===== config.mk =====
export PLATFORM = sky130hd
export DESIGN_NAME = rpn_operand_stack
export DESIGN_NICKNAME = d
export VERILOG_FILES = /design/src/rtl/rpn_operand_stack.sv
export SDC_FILE = /design/constraint.sdc
export NUM_CORES = 1
export LEC_CHECK = 0
export CAP_MARGIN = 20
export CORE_ASPECT_RATIO = 1.4
export CORE_MARGIN = 2
export CORE_UTILIZATION = 35
export CTS_CLUSTER_DIAMETER = 120
export DETAILED_ROUTE_END_ITERATION = 8
export GPL_TIMING_DRIVEN = 0
export MAX_ROUTING_LAYER = met4
export RECOVER_POWER = 25
export SLEW_MARGIN = 30
export SYNTH_ARGS = -nofsm -noshare
export SYNTH_HDL_FRONTEND = slang
export SYNTH_SLANG_ARGS = --single-unit

===== constraint.sdc =====
create_clock -name clk -period 4.2 [get_ports clk]
set_clock_uncertainty 0.15 [all_clocks]
set_input_delay 0.63 -clock clk [delete_from_list [all_inputs] [get_ports clk]]
set_output_delay 0.63 -clock clk [all_outputs]
set_load 0.01 [all_outputs]

===== src/rtl/rpn_operand_stack.sv =====
`default_nettype none
// ============================================================================
// rpn_operand_stack : RPN operand stack with push/pop/exec/clear and ALU sequencing
// Rev 1.0 - initial release
// ============================================================================
module rpn_operand_stack #(
   parameter int WIDTH = 32,
   parameter int DEPTH = 8,
   parameter int DW    = 4
) (
   input  logic             clk,
   input  logic             rst_n,
   input  logic             cmd_valid,
   output logic             cmd_ready,
   input  logic [1:0]       cmd_op,
   input  logic [WIDTH-1:0] cmd_data,
   input  logic [3:0]       cmd_alu_op,
   output logic [WIDTH-1:0] alu_dat1,
   output logic [WIDTH-1:0] alu_dat2,
   output logic [3:0]       alu_control,
   output logic             alu_set,
   input  logic [WIDTH-1:0] alu_result,
   input  logic             alu_z,
   input  logic             alu_n,
   input  logic             alu_c,
   input  logic             alu_v,
   output logic [WIDTH-1:0] top,
   output logic             top_valid,
   output logic [DW-1:0]    depth,
   output logic [3:0]       flags,
   output logic             err,
   output logic [1:0]       err_code
);

   localparam int AW = $clog2(DEPTH);

   localparam logic [1:0] OP_PUSH  = 2'b00;
   localparam logic [1:0] OP_EXEC  = 2'b01;
   localparam logic [1:0] OP_POP   = 2'b10;
   localparam logic [1:0] OP_CLEAR = 2'b11;

   localparam logic [1:0] ERR_OVERFLOW  = 2'b01;
   localparam logic [1:0] ERR_UNDERFLOW = 2'b10;
   localparam logic [1:0] ERR_ILLEGAL   = 2'b11;

   localparam logic [3:0] ALU_OP_MAX = 4'd5;

   typedef enum logic [0:0] {IDLE = 1'b0, EXEC = 1'b1} state_t;

   state_t           state;
   logic [WIDTH-1:0] stack [DEPTH];

   logic          accept;
   logic          full;
   logic          do_push;
   logic [AW-1:0] push_idx;
   logic [AW-1:0] tos_idx;
   logic [AW-1:0] nos_idx;

   assign cmd_ready = (state == IDLE);
   assign accept    = cmd_valid && cmd_ready;
   assign full      = (depth == DW'(DEPTH));
   assign do_push   = accept && (cmd_op == OP_PUSH) && !full;
   assign push_idx  = AW'(depth);
   assign tos_idx   = AW'(depth - DW'(1));
   assign nos_idx   = AW'(depth - DW'(2));

   assign top_valid = (depth != '0);
   assign top       = top_valid ? stack[tos_idx] : '0;
   assign alu_set   = (state == EXEC);

   // Storage has no reset; the rst_n gate keeps pushes held off during reset.
   always_ff @(posedge clk) begin
      if (rst_n) begin
         if (do_push)
            stack[push_idx] <= cmd_data;
         else if (state == EXEC)
            stack[nos_idx] <= alu_result;
      end
   end

   always_ff @(posedge clk or negedge rst_n) begin
      if (!rst_n) begin
         state       <= IDLE;
         depth       <= '0;
         flags       <= '0;
         alu_dat1    <= '0;
         alu_dat2    <= '0;
         alu_control <= '0;
         err         <= 1'b0;
         err_code    <= 2'b00;
      end else begin
         err      <= 1'b0;
         err_code <= 2'b00;
         case (state)
            IDLE: begin
               if (cmd_valid) begin
                  case (cmd_op)
                     OP_PUSH: begin
                        if (full) begin
                           err      <= 1'b1;
                           err_code <= ERR_OVERFLOW;
                        end else begin
                           depth <= depth + DW'(1);
                        end
                     end
                     OP_EXEC: begin
                        // Underflow outranks an illegal opcode.
                        if (depth < DW'(2)) begin
                           err      <= 1'b1;
                           err_code <= ERR_UNDERFLOW;
                        end else if (cmd_alu_op > ALU_OP_MAX) begin
                           err      <= 1'b1;
                           err_code <= ERR_ILLEGAL;
                        end else begin
                           alu_dat1    <= stack[nos_idx];
                           alu_dat2    <= stack[tos_idx];
                           alu_control <= cmd_alu_op;
                           state       <= EXEC;
                        end
                     end
                     OP_POP: begin
                        if (depth == '0) begin
                           err      <= 1'b1;
                           err_code <= ERR_UNDERFLOW;
                        end else begin
                           depth <= depth - DW'(1);
                        end
                     end
                     default: begin
                        depth <= '0;
                        flags <= '0;
                     end
                  endcase
               end
            end
            EXEC: begin
               depth <= depth - DW'(1);
               flags <= {alu_z, alu_n, alu_c, alu_v};
               state <= IDLE;
            end
            default: state <= IDLE;
         endcase
      end
   end

endmodule
`default_nettype wire


Clock wiring as the flow saved it:
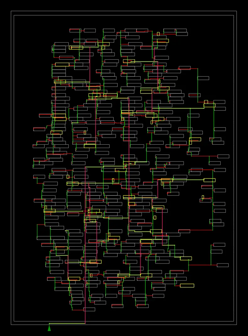
Seq cells: 336
Clock Latency Late Sink: 0.52 ns

Wires at chosen ports, followed through buffers:
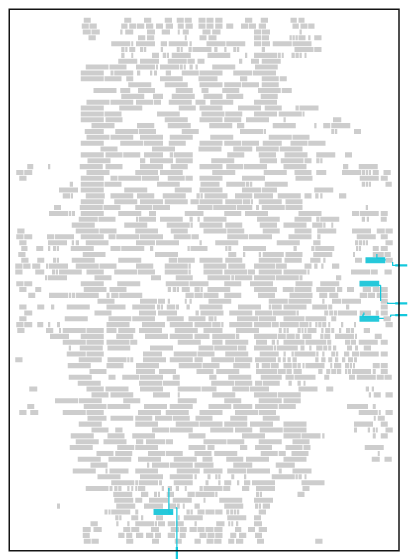
Key: cyan = alu_control [bits 4, direction output, end cells 4, buffers 4, wire 71.5 µm]
# port buffers: 190
I/O pin total: 191

Gate families picked out:
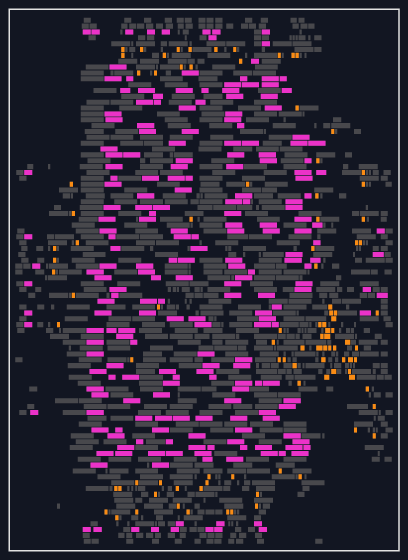
Key: magenta = mux cells [cells 227]; orange = aoi and oai cells [cells 97, where widely spread]
Non-Filler Instances: 1,712
logic share of the area: 27.71%

Routed clock nets over the placement:
Bar = 50 µm.
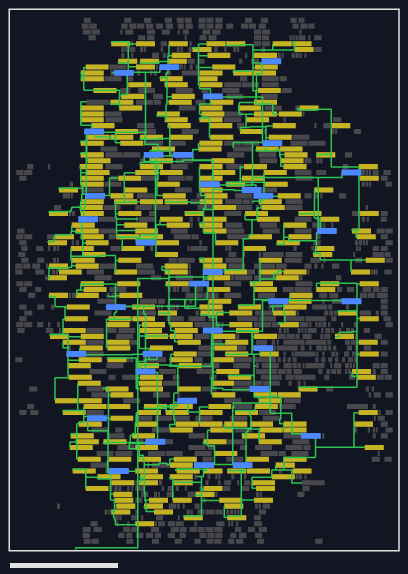
Key: green = clock wires [length 4,120 µm]; blue = clock drivers [count 34]; yellow = flip-flops [count 336]
There are 35 routed clock nets.

Signal wires by layer:
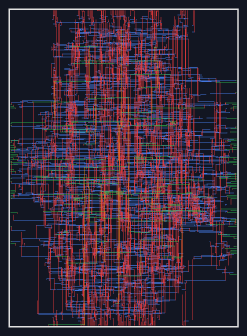
Key: blue = metal 1 [wire length 17,000 µm]; red = metal 2 [wire length 21.9 mm]; orange = metal 4 [wire length 940 µm]; green = metal 3 [wire length 2,220 µm]

==> GITHUB_STEP_SUMMARY <==
## Synthesis and layout report

| Metric | Value |
|---|---|
| Status | complete, no violations |
| Die W | 180.4 µm |
| RSZ-0062 raised after global routing | no |
| Syn_area_per_cell | 17.26 µm² |
| Initial antenna violation count | 0 |
| Flip-flops with a built-in enable | 256 |
| DRT antenna net count | 0 |
| First-pass GRT wire length | between 60,000 and 70,000 µm |
| Area of the die | 45,260 µm² |
| Layout area overhead | 30.83% |
| CP Depth | 10 |
| FP Rows | 90 |
| N_diodes | 0 |
| Post-placement cell area | approximately 18,000 µm² |
| Routed vias | 9,229 |
| WP data required | 3.42 ns |
| Crit. End Element | output port |
| Seq/Total Area, Yosys | 63.56% |
| Area fraction in xor and xnor cells | 0.05746% |
| Largest net degree at the start of global routing | 61 |
| Fin. max-slew vios | 0 |
| Gr usage total | around a fifth |
| Pre-CTS setup slack | -0.5654 ns |
| DRT Pass-1 Iters | 5 |
| Crit-path max FO | 10 |
| And+or+nand+nor area frac | 3.956% |
| Dominant comb cell | multiplexers |
| Vias in the first global route | ~9,700 |
| Setup TNS Final | 0 ns |
| Critical path cell sequence | buf_6 > buf_12 > buf_8 > inv_1 > ha_4 > buf_4 > mux4_2 > mux2i_4 > nor2_1 > clkdlybuf4s50_1 |
| Layout cell share with drive strength beyond 1 | 27.50% |
| Lkg Pwr | 7.113 nW |
| Buf/Inv on CP | 6 |
| Core Box Area | 43,020 µm² |
| R2r setup slk | 0.52 ns |
| Adder-cell area share of the yosys netlist | 0.4925% |
| CP max stage cell | clkdlybuf4s50_1 |
| Post-Place Cells | 1,642 |
| Synth async-reset ratio | 23.81% |
| Hold Path Class | reg -> reg |
| Congestion Overflow GR | 0 |
| Final hold viol count | 0 |
| Fmax | 0.2453 GHz |
| Worst Path Arrival | 3.30 ns |
| Max_cap viols | 0 |
| Yosys reg bits | approximately 340 |
| Tightest Pin Transition | between 1 and 1.5 ns |
| Worst Setup SP | depth[0]$_DFFE_PN0P_ |
| Clk sink count | 336 |
| Fin worst setup slack | 0.1240 ns |
| Drt wl/cell | 24.57 µm |
| DRC viols | 0 |
| Depth of the CTS H-tree | 2 |
| Clk root buf | clkbuf_16 |
| Max clock buf depth | 3 |
| Hold path depth | 2 |
| Pwr Total | around 15 mW |
| Syn Std Cell Area | 15,240 µm² |
| WL final | roughly 42,000 µm |
| Fin util | 46.36% |
| Gate Count Post-Synth | 883 |
| Critical Path Max Stage Delay | 0.61 ns |
| R2R Path Start | alu_set$_DFF_PN0_ |
| Initial Util | 35.44% |
| Initial drt markers | 512 |
| Critical path type | reg -> out |
| Final net count | 1,217 |
| Power per cell area | 766.4 nW/µm² |
| Final GP Congestion | 0.7908 |
| Post-Syn Nets | 966 |
| Reg2reg path depth | 8 |
| Synth warnings | 0 |
| Relative slew margins | 12.64% |
| Distinct lib cells used | 41 |
| Tmin final | 4.076 ns |
| Maximum vdd ir drop | 0.3730 mV |
| Yosys Chip Area | 15,240 µm² |
| Post-layout period usage | 97.05% |
| Startpoint Class | flop |
| Post-synth mux share | 25.77% |
| AND-OR/OR-AND share of the synthesized area | 3.480% |
| Routed vias/inst | 5.391 |
| Worst hold slack | between 0.3 and 0.4 ns |
| Tool Warnings | 31 |
| CTS tree | built |
| Worst path top cell family by delay | buffers and inverters |
| Yosys cell count | approximately 900 |
| DP HPWL | 29,410 µm |
| Final setup viols | 0 |
| R2r endpoint | alu_dat1[4]$_DFFE_PN0P_ |
| Hold Path Sink | alu_dat2[6]$_DFFE_PN0P_ |
| Commonest flop | edfxtp_1 |
| FILL cells | 3,693 |
| CTS clk-pin slew, worst paths | 0.06 ns |
| Design area | 19,940 µm² |
| Die Span Y | 250.9 µm |
| Crit path to | top[31] |
| Hold Startpoint | alu_dat2[6]$_DFFE_PN0P_ |
| TritonCTS buffer count | 34 |
==> layer usage <==
| layer | wire (µm) | GRT usage (%) | vias to the layer above |
|---|---|---|---|
| li1 | - | - | 4025 |
| met2 | 21910 | 33.24 | 318 |
| met3 | 2224 | 3.042 | 58 |
| met5 | 0 | - | - |
| met4 | 940 | 5.276 | 0 |
| met1 | 16980 | 23.89 | 4828 |
==> power by group <==
group / total (mW) / internal [mW] / switching, mW
registers: 4.20 / 3.99 / 0.206
clock network: 3.13 / 1.87 / 1.26
logic: 7.96 / 4.00 / 3.96
==> synth_stat cells, types with 2 or more instances <==
master | count | share of area, %
edfxtp_1 | 256 | 50
mux4_2 | 128 | 19
dfrtp_1 | 80 | 13
nand2_1 | 79 | 1.9
mux2i_1 | 64 | 4.2
o21ai_1 | 64 | 2.1
nor2_1 | 46 | 1.1
mux2_2 | 32 | 2.4
buf_2 | 22 | 0.72
clkbuf_1 | 20 | 0.49
buf_6 | 11 | 0.81
a21oi_1 | 10 | 0.33
buf_4 | 9 | 0.44
o21ai_0 | 7 | 0.23
ha_1 | 6 | 0.49
inv_1 | 6 | 0.15
a31oi_1 | 4 | 0.16
and2_1 | 3 | 0.12
mux2_4 | 3 | 0.30
nand2b_1 | 3 | 0.12
nor3_1 | 3 | 0.098
o22ai_1 | 3 | 0.12
and3_1 | 2 | 0.082
nand3_1 | 2 | 0.066
nor2b_1 | 2 | 0.082
o211ai_1 | 2 | 0.098
o31ai_1 | 2 | 0.098
==> final cells by class <==
type / count / area, µm² / share of cell area, %
flip-flops and latches: 336 / 9689 / 48.59
multi-input cells: 478 / 5525 / 27.71
plain buffers: 61 / 446.7 / 2.240
well taps: 552 / 690.7 / 3.463
clock inverters: 18 / 188.9 / 0.9474
repair buffers: 216 / 2412 / 12.10
inverters: 7 / 27.53 / 0.1380
clock buffers: 44 / 962.2 / 4.825
==> kinds of logic (layout without fill, tap and decap cells) <==
family,Yosys count,after routing
adders and majority gates,6,6
xor gates and xnor gates,1,1
DFF,336,336
muxes,227,227
buffers and inverters,69,346
and+or+nand+nor,146,146
AOI/OAI and AO/OA,98,98
==> worst register-to-register path, delay by kind of cell, from the launching register on <==
family | cells | cell delay (ns)
simple gates | 2 | 0.36
buf+inv | 5 | 2.48
compound gates | 1 | 0.19
flops | 1 | 0.36
==> repair_timing <==
action                     CTS  global route
hold buffers                 2             0
hold endpoints to repair    23             0
setup endpoints to repair   33            36
buffers inserted             6             0
resized                    120             4
==> flip-flops by register name, indices dropped and copies added (netlist names) <==
name         count
err              1
err_code         2
depth            4
alu_dat2        32
stack          256
alu_set          1
flags            4
alu_control      4
alu_dat1        32
==> layout by cell type (no fill, tap or decap), types with 32 or more instances in the layout <==
| cell type | count |
|---|---|
| nor2_1 | 38 |
| dlygate4sd3_1 | 82 |
| edfxtp_1 | 256 |
| clkdlybuf4s50_1 | 77 |
| clkbuf_16 | 37 |
| mux4_2 | 128 |
| o21ai_1 | 55 |
| mux2i_1 | 32 |
| nand2_1 | 80 |
| dfrtp_1 | 80 |
No activity file was given, so power comes from the tool's default toggle rates.
